===== src/rtl/udp_test_seq.sv =====
// udp_test_seq: UDP test-traffic sequencer in the GMII transmit clock domain.
// Resolves the peer MAC via ARP (bounded retries with timeout), then streams
// UDP packets whose payload is an incrementing counter, a PRBS-8 sequence, or
// an echo of the last received UDP payload. Honours a programmable gap, an
// optional packet limit and mac_top transmit-buffer backpressure.
//
// Ports:
//   gmii_tx_clk, rst          clock, asynchronous active-high reset
//   enable                    run request (level)
//   mode, payload_len         payload source and length for counter/PRBS
//   gap_cycles, pkt_limit     inter-packet gap, packet limit (0 = unlimited)
//   pattern_seed              counter start / PRBS seed
//   arp_request_req           one-cycle ARP request pulse
//   mac_send_end, arp_found   ARP frame sent / reply resolved
//   mac_not_exist             cached peer MAC invalid
//   almost_full               transmit buffer almost full
//   udp_tx_req, udp_ram_data_req   UDP send handshake
//   ram_wr_en, ram_wr_data    payload byte stream
//   udp_send_data_length      payload length of the current packet
//   udp_rec_*                 received-payload RAM access
//   pkt_cnt, busy, arp_fail   status
module udp_test_seq #(
  parameter int unsigned LEN_W       = 16,
  parameter int unsigned GAP_W       = 32,
  parameter int unsigned CNT_W       = 32,
  parameter int unsigned MAX_LEN     = 1472,
  parameter int unsigned ARP_TIMEOUT = 125000000,
  parameter int unsigned MAX_ARP_TRY = 4
) (
  input  logic             gmii_tx_clk,
  input  logic             rst,
  input  logic             enable,
  input  logic [1:0]       mode,
  input  logic [LEN_W-1:0] payload_len,
  input  logic [GAP_W-1:0] gap_cycles,
  input  logic [CNT_W-1:0] pkt_limit,
  input  logic [7:0]       pattern_seed,
  output logic             arp_request_req,
  input  logic             mac_send_end,
  input  logic             arp_found,
  input  logic             mac_not_exist,
  input  logic             almost_full,
  output logic             udp_tx_req,
  input  logic             udp_ram_data_req,
  output logic             ram_wr_en,
  output logic [7:0]       ram_wr_data,
  output logic [15:0]      udp_send_data_length,
  input  logic             udp_rec_data_valid,
  input  logic [15:0]      udp_rec_data_length,
  output logic [10:0]      udp_rec_ram_read_addr,
  input  logic [7:0]       udp_rec_ram_rdata,
  output logic [CNT_W-1:0] pkt_cnt,
  output logic             busy,
  output logic             arp_fail
);

  typedef enum logic [3:0] {
    S_IDLE, S_ARP_REQ, S_ARP_SEND, S_ARP_WAIT, S_GAP,
    S_CHECK, S_GEN_REQ, S_WRITE, S_DONE, S_FAIL
  } state_t;

  localparam logic [15:0]      MAX_LEN_V   = 16'(MAX_LEN);
  localparam logic [GAP_W-1:0] ARP_TO_LAST = GAP_W'(ARP_TIMEOUT - 1);
  localparam logic [7:0]       ARP_TRY_V   = 8'(MAX_ARP_TRY);
  localparam logic [GAP_W-1:0] GAP_ONE     = GAP_W'(1);
  localparam logic [CNT_W-1:0] CNT_ONE     = CNT_W'(1);

  state_t           state;
  logic [GAP_W-1:0] timer;
  logic [7:0]       retry;
  logic [15:0]      idx;
  logic [1:0]       mode_q;
  logic [7:0]       seed_q;
  logic [7:0]       lfsr;
  logic [7:0]       data_q;
  logic             echo_q;

  logic [31:0]      pl_ext;
  logic [31:0]      rl_ext;
  logic [31:0]      len_raw;
  logic [15:0]      len_calc;
  logic             len_skip;
  logic [7:0]       byte_k;
  logic [7:0]       lfsr_next;

  always_comb begin
    pl_ext  = 32'(payload_len);
    rl_ext  = 32'(udp_rec_data_length);
    len_raw = '0;
    len_skip = 1'b0;
    if (mode == 2'd2) begin
      len_raw  = (rl_ext < 32'd8) ? '0 : (rl_ext - 32'd8);
      len_skip = !udp_rec_data_valid || (len_raw == '0);
    end else begin
      len_raw  = (pl_ext == '0) ? 32'd1 : pl_ext;
    end
    len_calc = (len_raw > 32'(MAX_LEN)) ? MAX_LEN_V : len_raw[15:0];
  end

  // x^8+x^6+x^5+x^4+1, shifting left
  assign lfsr_next = {lfsr[6:0], lfsr[7] ^ lfsr[5] ^ lfsr[4] ^ lfsr[3]};

  always_comb begin
    byte_k = seed_q + idx[7:0];
    if (mode_q == 2'd1)
      byte_k = lfsr;
  end

  assign arp_request_req       = (state == S_ARP_REQ);
  assign udp_tx_req            = (state == S_GEN_REQ);
  assign busy                  = !(state == S_IDLE || state == S_DONE || state == S_FAIL);
  assign udp_rec_ram_read_addr = idx[10:0];
  // Echo bytes come straight from the RAM output register: address k is
  // issued in cycle k, its data is valid in cycle k+1, the same cycle the
  // registered wr_en for byte k is high.
  assign ram_wr_data           = echo_q ? udp_rec_ram_rdata : data_q;

  always_ff @(posedge gmii_tx_clk or posedge rst) begin
    if (rst) begin
      state                <= S_IDLE;
      timer                <= '0;
      retry                <= '0;
      idx                  <= '0;
      mode_q               <= '0;
      seed_q               <= '0;
      lfsr                 <= '0;
      data_q               <= '0;
      echo_q               <= 1'b0;
      ram_wr_en            <= 1'b0;
      udp_send_data_length <= '0;
      pkt_cnt              <= '0;
      arp_fail             <= 1'b0;
    end else begin
      ram_wr_en <= 1'b0;
      echo_q    <= 1'b0;
      case (state)
        S_IDLE: begin
          if (enable) begin
            pkt_cnt  <= '0;
            retry    <= '0;
            arp_fail <= 1'b0;
            state    <= S_ARP_REQ;
          end
        end
        S_ARP_REQ: begin
          state <= enable ? S_ARP_SEND : S_IDLE;
        end
        S_ARP_SEND: begin
          if (!enable) begin
            state <= S_IDLE;
          end else if (mac_send_end) begin
            timer <= '0;
            state <= S_ARP_WAIT;
          end
        end
        S_ARP_WAIT: begin
          if (!enable) begin
            state <= S_IDLE;
          end else if (arp_found) begin
            timer <= '0;
            state <= S_GAP;
          end else if (timer == ARP_TO_LAST) begin
            retry <= retry + 8'd1;
            if (retry + 8'd1 == ARP_TRY_V) begin
              arp_fail <= 1'b1;
              state    <= S_FAIL;
            end else begin
              state <= S_ARP_REQ;
            end
          end else begin
            timer <= timer + GAP_ONE;
          end
        end
        S_GAP: begin
          if (!enable)
            state <= S_IDLE;
          else if (timer >= gap_cycles)
            state <= S_CHECK;
          else
            timer <= timer + GAP_ONE;
        end
        S_CHECK: begin
          if (!enable) begin
            state <= S_IDLE;
          end else if (pkt_limit != '0 && pkt_cnt == pkt_limit) begin
            state <= S_DONE;
          end else if (mac_not_exist) begin
            retry <= '0;
            state <= S_ARP_REQ;
          end else if (almost_full) begin
            state <= S_CHECK;
          end else if (len_skip) begin
            timer <= '0;
            state <= S_GAP;
          end else begin
            udp_send_data_length <= len_calc;
            mode_q <= mode;
            seed_q <= pattern_seed;
            lfsr   <= (pattern_seed == 8'h00) ? 8'h01 : pattern_seed;
            idx    <= '0;
            state  <= S_GEN_REQ;
          end
        end
        S_GEN_REQ: begin
          if (udp_ram_data_req)
            state <= S_WRITE;
        end
        S_WRITE: begin
          ram_wr_en <= 1'b1;
          data_q    <= byte_k;
          echo_q    <= (mode_q == 2'd2);
          if (mode_q == 2'd1)
            lfsr <= lfsr_next;
          if (idx == udp_send_data_length - 16'd1) begin
            idx     <= '0;
            pkt_cnt <= pkt_cnt + CNT_ONE;
            timer   <= '0;
            state   <= S_GAP;
          end else begin
            idx <= idx + 16'd1;
          end
        end
        S_DONE, S_FAIL: begin
          if (!enable)
            state <= S_IDLE;
        end
        default: state <= S_IDLE;
      endcase
    end
  end

endmodule

===== config.mk =====
export PLATFORM = sky130hd
export DESIGN_NAME = udp_test_seq
export DESIGN_NICKNAME = d
export VERILOG_FILES = /design/src/rtl/udp_test_seq.sv
export SDC_FILE = /design/constraint.sdc
export NUM_CORES = 1
export LEC_CHECK = 0
export CAP_MARGIN = 10
export CORE_MARGIN = 2
export CORE_UTILIZATION = 40
export DETAILED_ROUTE_END_ITERATION = 10
export GPL_ROUTABILITY_DRIVEN = 0
export PLACE_DENSITY = 0.61
export SLEW_MARGIN = 30
export SYNTH_ARGS = -nofsm -noshare
export SYNTH_HDL_FRONTEND = slang
export SYNTH_SLANG_ARGS = --single-unit

===== constraint.sdc =====
create_clock -name gmii_tx_clk -period 11.2 [get_ports gmii_tx_clk]
set_input_delay 1.12 -clock gmii_tx_clk [delete_from_list [all_inputs] [get_ports gmii_tx_clk]]
set_output_delay 1.12 -clock gmii_tx_clk [all_outputs]
set_load 0.05 [all_outputs]

Figure 1. Routed metal, one colour a layer.
Bar = 50 um.
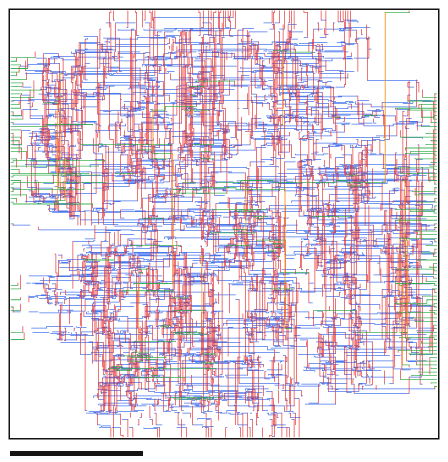
Key: red = M2 [wire length 13000 um]; orange = M4 [wire length 529 um]; green = M3 [wire length 1700 um]; blue = M1 [wire length 13300 um]
DR vias: 9342
GRT Total Usage: 22.3%
per-cell routed wire length: 17.2 um
Routed WL: 28600 um

Figure 2. Cell classes on the final placement.
Bar = 50 um. Fill, decap, tap and diode cells in grey.
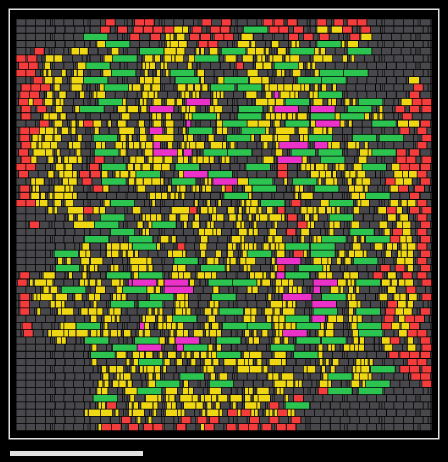
Key: yellow = remaining logic cells [cells 968, share of their area 50%]; magenta = clock drivers and dummy loads [cells 32, share of their area 5.1%]; red = remaining buffers and delay cells [cells 200, share of their area 16%]; green = registers [cells 137, share of their area 28%]
Seq/total area: 27.3%
FP Rows: 57
Core ar.: 24200 um2

==> impl_metrics.yaml <==
# generated from flow reports
cts:
  cts.path.max_buffers: 2
worst_setup_path:
  critPathKind: "primary input to register"
  cp-end-kind: "register"
  cp_cell_sequence: "clkdlybuf4s50_1, inv_1, ha_1, or3b_2, nor4_1, nand2b_1, o211ai_1, o21a_2, nand3_4, or4_1, a21oi_1"
  cp_slowest_cell: "nor4_1"
logic_synthesis:
  yosysWarnings: 0
  synth_cell_types: 72
  aoi_share_pct: 16.7
  synth-async-reset-ratio_pct: 100
hold_path:
  hp-start: "data_q[5]"
floorplanning:
  die_area_um2: 25900
timing:
  finalSetupViolCount: 0
  tns_ps: 0
pwr:
  powerComb_uw: 871
  seqPwrFrac_pct: 31.9
place:
  dp_cells: 1629
  dpl-instance-area_um2: 12000
  hpwlAfterDp_um: 21300
status:
  status: "complete, no violations"
grt:
  antenna_found_initial: 0
Figure 3. Cell placement.
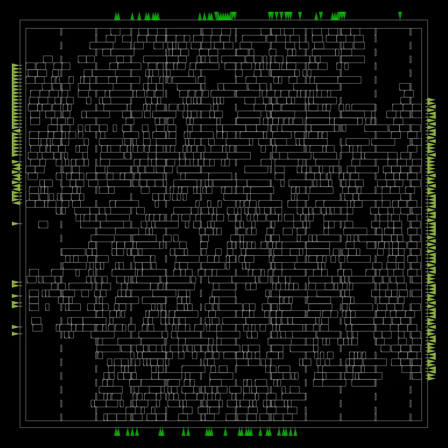
Filler cells: 2334
Flops: 137

Figure 4. Metal 4.
Bar = 50 um.
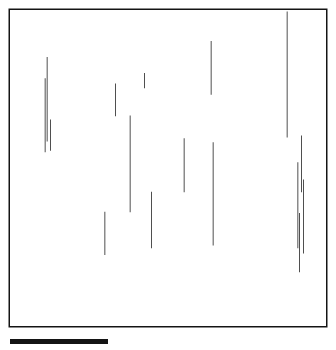
13 nets have wire on it. The wires run mostly vertical.

No activity file was given, so power comes from the tool's default toggle rates.
